$ cat src/rtl/instr_encoder.sv
// instr_encoder: packs decoded MIPS fields into 32-bit instruction words and
// streams them from a small FIFO with sequential text-segment addresses.
module instr_encoder #(
  parameter logic [31:0] BASE_ADDR = 32'h0000_3000,
  parameter int unsigned DEPTH     = 32'd4
) (
  input  logic        clk,
  input  logic        reset_n,
  input  logic        clr,
  input  logic        in_valid,
  output logic        in_ready,
  input  logic [1:0]  fmt,
  input  logic [5:0]  op,
  input  logic [4:0]  rs,
  input  logic [4:0]  rt,
  input  logic [4:0]  rd,
  input  logic [4:0]  shamt,
  input  logic [5:0]  func,
  input  logic [15:0] imm16,
  input  logic [25:0] imm26,
  output logic        out_valid,
  input  logic        out_ready,
  output logic [31:0] out_instr,
  output logic [31:0] out_addr,
  output logic [15:0] count
);

  localparam int unsigned AW = (DEPTH > 32'd1) ? $clog2(DEPTH) : 32'd1;

  localparam logic [1:0]    FMT_R     = 2'd0;
  localparam logic [1:0]    FMT_I     = 2'd1;
  localparam logic [1:0]    FMT_J     = 2'd2;
  localparam logic [31:0]   ERET_WORD = 32'h4200_0018;
  localparam logic [AW:0]   FULL_OCC  = (AW+1)'(DEPTH);
  localparam logic [AW:0]   OCC_ZERO  = (AW+1)'(1'b0);
  localparam logic [AW:0]   OCC_ONE   = (AW+1)'(1'b1);
  localparam logic [AW-1:0] PTR_ZERO  = (AW)'(1'b0);
  localparam logic [AW-1:0] PTR_ONE   = (AW)'(1'b1);

  // Field packing for each instruction format; ERET ignores every field.
  function automatic logic [31:0] encode_word(
    input logic [1:0]  f_fmt,
    input logic [5:0]  f_op,
    input logic [4:0]  f_rs,
    input logic [4:0]  f_rt,
    input logic [4:0]  f_rd,
    input logic [4:0]  f_shamt,
    input logic [5:0]  f_func,
    input logic [15:0] f_imm16,
    input logic [25:0] f_imm26
  );
    logic [31:0] w;
    case (f_fmt)
      FMT_R:   w = {6'b000000, f_rs, f_rt, f_rd, f_shamt, f_func};
      FMT_I:   w = {f_op, f_rs, f_rt, f_imm16};
      FMT_J:   w = {f_op, f_imm26};
      default: w = ERET_WORD;
    endcase
    return w;
  endfunction

  logic [31:0]   mem_r [0:DEPTH-1];
  logic [AW-1:0] wr_ptr_r;
  logic [AW-1:0] rd_ptr_r;
  logic [AW:0]   occ_r;
  logic [15:0]   count_r;
  logic [31:0]   word_s;
  logic          push_s;
  logic          pop_s;

  assign word_s    = encode_word(fmt, op, rs, rt, rd, shamt, func, imm16, imm26);
  // No bypass: a full FIFO refuses a push even when a pop happens that cycle.
  assign in_ready  = (occ_r < FULL_OCC) && !clr;
  assign out_valid = (occ_r != OCC_ZERO) && !clr;
  assign push_s    = in_valid && in_ready;
  assign pop_s     = out_valid && out_ready;
  assign out_instr = (occ_r != OCC_ZERO) ? mem_r[rd_ptr_r] : 32'h0000_0000;
  assign out_addr  = BASE_ADDR + {14'd0, count_r, 2'b00};
  assign count     = count_r;

  // Word storage; only slots between rd_ptr and wr_ptr are ever observed.
  always_ff @(posedge clk) begin
    if (push_s) begin
      mem_r[wr_ptr_r] <= word_s;
    end
  end

  // Pointer, occupancy and delivered-word counter; clr outranks push and pop.
  always_ff @(posedge clk or negedge reset_n) begin
    if (!reset_n) begin
      wr_ptr_r <= PTR_ZERO;
      rd_ptr_r <= PTR_ZERO;
      occ_r    <= OCC_ZERO;
      count_r  <= 16'd0;
    end else if (clr) begin
      wr_ptr_r <= PTR_ZERO;
      rd_ptr_r <= PTR_ZERO;
      occ_r    <= OCC_ZERO;
      count_r  <= 16'd0;
    end else begin
      if (push_s) begin
        wr_ptr_r <= wr_ptr_r + PTR_ONE;
      end
      if (pop_s) begin
        rd_ptr_r <= rd_ptr_r + PTR_ONE;
        count_r  <= count_r + 16'd1;
      end
      case ({push_s, pop_s})
        2'b10:   occ_r <= occ_r + OCC_ONE;
        2'b01:   occ_r <= occ_r - OCC_ONE;
        default: occ_r <= occ_r;
      endcase
    end
  end

endmodule

$ cat config.mk
export PLATFORM = sky130hd
export DESIGN_NAME = instr_encoder
export DESIGN_NICKNAME = d
export VERILOG_FILES = /design/src/rtl/instr_encoder.sv
export SDC_FILE = /design/constraint.sdc
export NUM_CORES = 1
export LEC_CHECK = 0
export ABC_CLOCK_PERIOD_IN_PS = 4700
export CORE_AREA = 2 2 132 108
export CTS_CLUSTER_SIZE = 12
export DETAILED_ROUTE_END_ITERATION = 16
export DIE_AREA = 0 0 134 110
export PLACE_DENSITY = 0.82
export SYNTH_ARGS = -nofsm -noshare
export SYNTH_HDL_FRONTEND = slang
export SYNTH_SLANG_ARGS = --single-unit
$ cat constraint.sdc
create_clock -name clk -period 4.7 [get_ports clk]
set_input_delay 0.94 -clock clk [delete_from_list [all_inputs] [get_ports clk]]
set_output_delay 0.94 -clock clk [all_outputs]
set_load 0.005 [all_outputs]
==> results_slide.txt <==
Physical Implementation Snapshot

Outcome
  – Status: complete, no violations

Global route
  – Total global routing overflow: 0
  – Number of global-route vias before repair: 4382
  – Initial antenna violation count: 0

Yosys
  – Synth area leader: edfxtp_1
  – Ys cells: 461
  – Share of the synthesized area in the top cell type: 55.82%
  – Yosys Warn Count: 0
  – Area reported by Yosys stat: 0.006885 sq mm
  – Async set or reset register ratio after synthesis: 15.23%
  – Seq/Total Area, Yosys: 64.18%
  – Yosys cell types: 46
  – Synthesized netlist cell count: 461
  – Top cells by count, synth: edfxtp_1 (128), mux4_2 (32), nand2_1 (32)
  – Number of enable flip-flop cells: 128
  – #FFs+latches synth: 151

Layout
  – Layout area overhead: 31.49%
  – # diodes: 0
  – Share of cells above drive strength 1: 13.89%
  – Net count, final: 688

Route
  – Total Routed Length: 14.85 mm
  – Routed vias/inst: 5.352
  – Routed wire per std cell: 18.75 um
  – DR DRC count: 0

STA
  – WHS: 613.1 ps
  – Final WS setup: 1104 ps
  – # setup viols final: 0
  – Fin. max-slew vios: 0
  – Fin crit share: 76.51%

Job
  – Max-Cap Viols: 0
  – Total tool warning count: 30

Clock tree
  – PostCTS Resize Cnt: 0
  – Clock sink count: 151
  – Cts hold-fix bufs: 0
  – CTS tree: done
  – Number of H-tree levels: 4
  – Clock root buffer: clkbuf_16
  – Setup bufs post-CTS: 0

Power and ir drop
  – Leakage power: 3.188 nW
  – VDD IR-drop max: 0.0002877 V
  – Power, Total: 4.029 mW

Worst hold path
  – Hold/Removal Path Class: reg2reg

Placed design
  – Post-DP HPWL: 9.536 mm
  – I/O Buffers: 147
  – Placed cells: 760
  – GP Congestion: 0.7859

Critical path
  – Worst path slowest cell: dfrtp_2
  – CP Launch Type: flip-flop
  – Crit path DRT: 3760 ps
  – Critical path class: reg2out
  – CP delay by family, top: buffers and inverters
## worst min-delay path by stage
stage,from,to,slack (ps),depth (start not counted)
final,count[9]$_DFFE_PN0P_,count[9]$_DFFE_PN0P_,610,2
after global routing,count[5]$_DFFE_PN0P_,count[5]$_DFFE_PN0P_,650,2
after CTS,count[9]$_DFFE_PN0P_,count[9]$_DFFE_PN0P_,620,2
after detailed placement,count[1]$_DFFE_PN0P_,count[1]$_DFFE_PN0P_,600,2
after global placement,wr_ptr_r[0]$_DFFE_PN0P_,wr_ptr_r[0]$_DFFE_PN0P_,580,2
after floorplan,count[5]$_DFFE_PN0P_,count[5]$_DFFE_PN0P_,560,2
## state kept, by name, summed over array words and instances (netlist names)
register / count
occ_r: 3
count: 16
mem_r: 128
wr_ptr_r: 2
rd_ptr_r: 2
## power breakdown
group	total (mW)	switching, mW	leakage (nW)	internal (mW)
sequential	1.62	0.0798	1.49	1.55
combinational	0.927	0.380	1.39	0.547
clock	1.48	0.529	0.315	0.948
## worst reg2reg max path: stages, from the launching register on
cell	delay (ps)
dfrtp_1	450
nor3_2	240
buf_4	320
nand2b_1	290
nor3_1	100
fa_1	400
or2b_1	250
nor4_1	180
a21oi_1	80
a21oi_1	140
## layer usage
layer,routed length [um],global-route usage (%),vias up
li1,-,-,1959
met1,6003,26.08,2108
met2,7841,37.03,149
met3,721,4.572,23
met4,280,7.523,0
met5,0,0,-
## layout by cell type, fill, tap and decap left out, drive strengths merged, types with 3 or more instances in the layout
cell	n
clkdlybuf4s50	147
edfxtp	128
nand2	33
mux4	32
nor2b	30
o21ai	28
dfrtp	23
clkbuf	18
inv	17
nor2	16
conb	15
mux2i	14
xnor2	10
xor2	9
a21oi	9
and2	7
ha	7
buf	7
nand3	6
clkinv	6
bufinv	5
and3	5
nand4	4
and2b	4
or3	4
o22a	3
o31ai	3
## final cells by class
type	instances	area (sq um)
Clock inverter	14	224.0
Sequential cell	151	4422
Timing Repair Buffer	154	1524
Fill cell	903	4307
Multi-Input combinational cell	260	2173
Tap cell	180	225.2
Clock buffer	18	429.2
Inverter	15	56.30
## kinds of logic (layout without fill, tap and decap cells)
group	count (synthesis)	in the layout	synth area share [%]
AND-OR/OR-AND	49	49	4.161
XOR/XNOR	19	19	2.417
adder cells (fa/ha/maj)	9	9	1.708
buffers and inverters	64	201	5.197
flip-flops	151	151	64.18
multiplexers	48	48	12.83
other	1	15	0.05446
AND/OR/NAND/NOR	120	120	9.449
### Placed standard cells

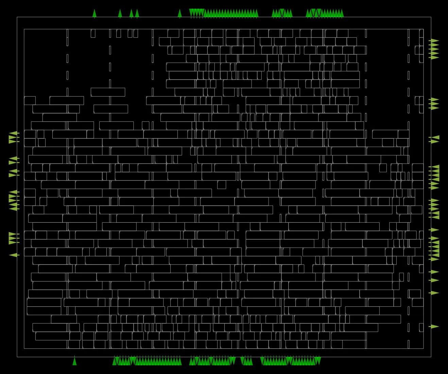
CORE AREA: 0.01336 sq mm
tapcells inserted: 180
Finished Layout Cells: 792
sequential cell area share: 48.84%

### Power grid

Pins as bars on the die edge. Tap cells in gray.
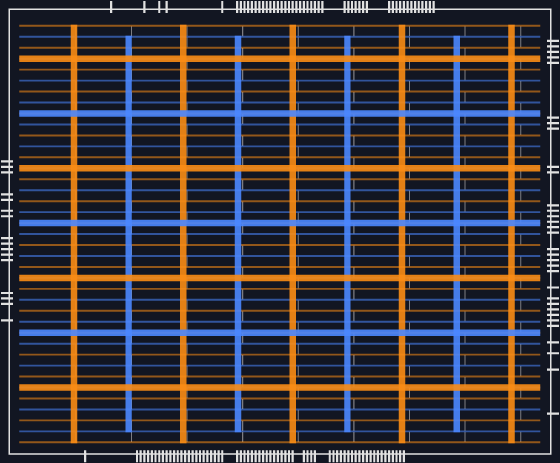
legend:
  VSS:
    color: orange
  VDD:
    color: blue
met1 rails: 39
tap cells: 180
signal pins: 163
met5 straps: 7
rows: 38

### Routed clock nets over the placement

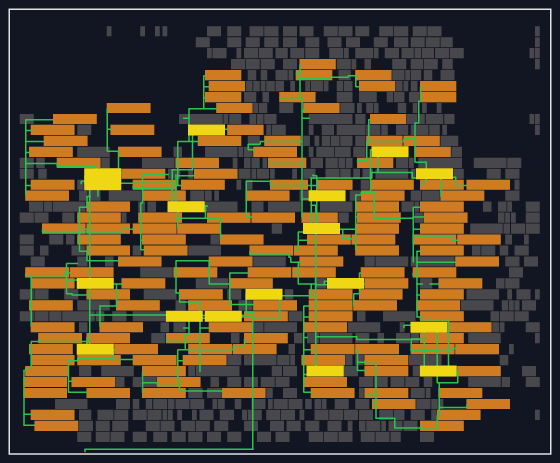
legend:
  clock drivers:
    color: yellow
    count: 17
  clock wires:
    color: green
    length: 1560 um
  flip-flops:
    color: orange
    count: 151
routed clock nets: 18
P_clk: 1.48 mW
worst-skew pair later-pin latency: 420 ps
skew final: 7.474 ps
Clk network pwr share: 36.7%

### Met2 routing

Scale bar: 50 um.
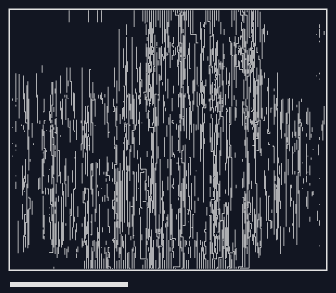
longest straight run: 55.8 um
nets with wire on the layer: 603
main direction: vertical

### Placed cells, one color a class

Scale bar: 50 um. Fill, decap, tap and diode cells in gray.
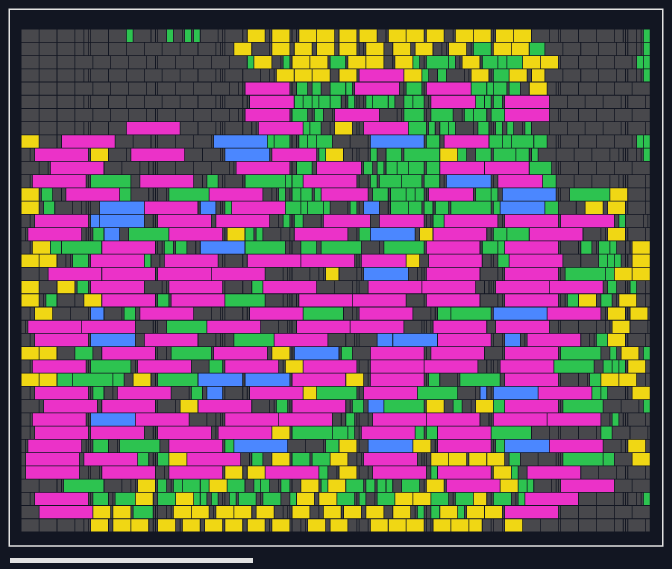
legend:
  remaining buffers and delay cells:
    color: yellow
    cells: 154
    share_of_their_area: 17%
  clock drivers and dummy loads:
    color: blue
    cells: 32
    share_of_their_area: 7.4%
  combinational and other logic:
    color: green
    cells: 275
    share_of_their_area: 25%
  sequential cells:
    color: magenta
    cells: 151
    share_of_their_area: 50%

Power figures rest on the tool's default switching activity, not on a simulated workload.
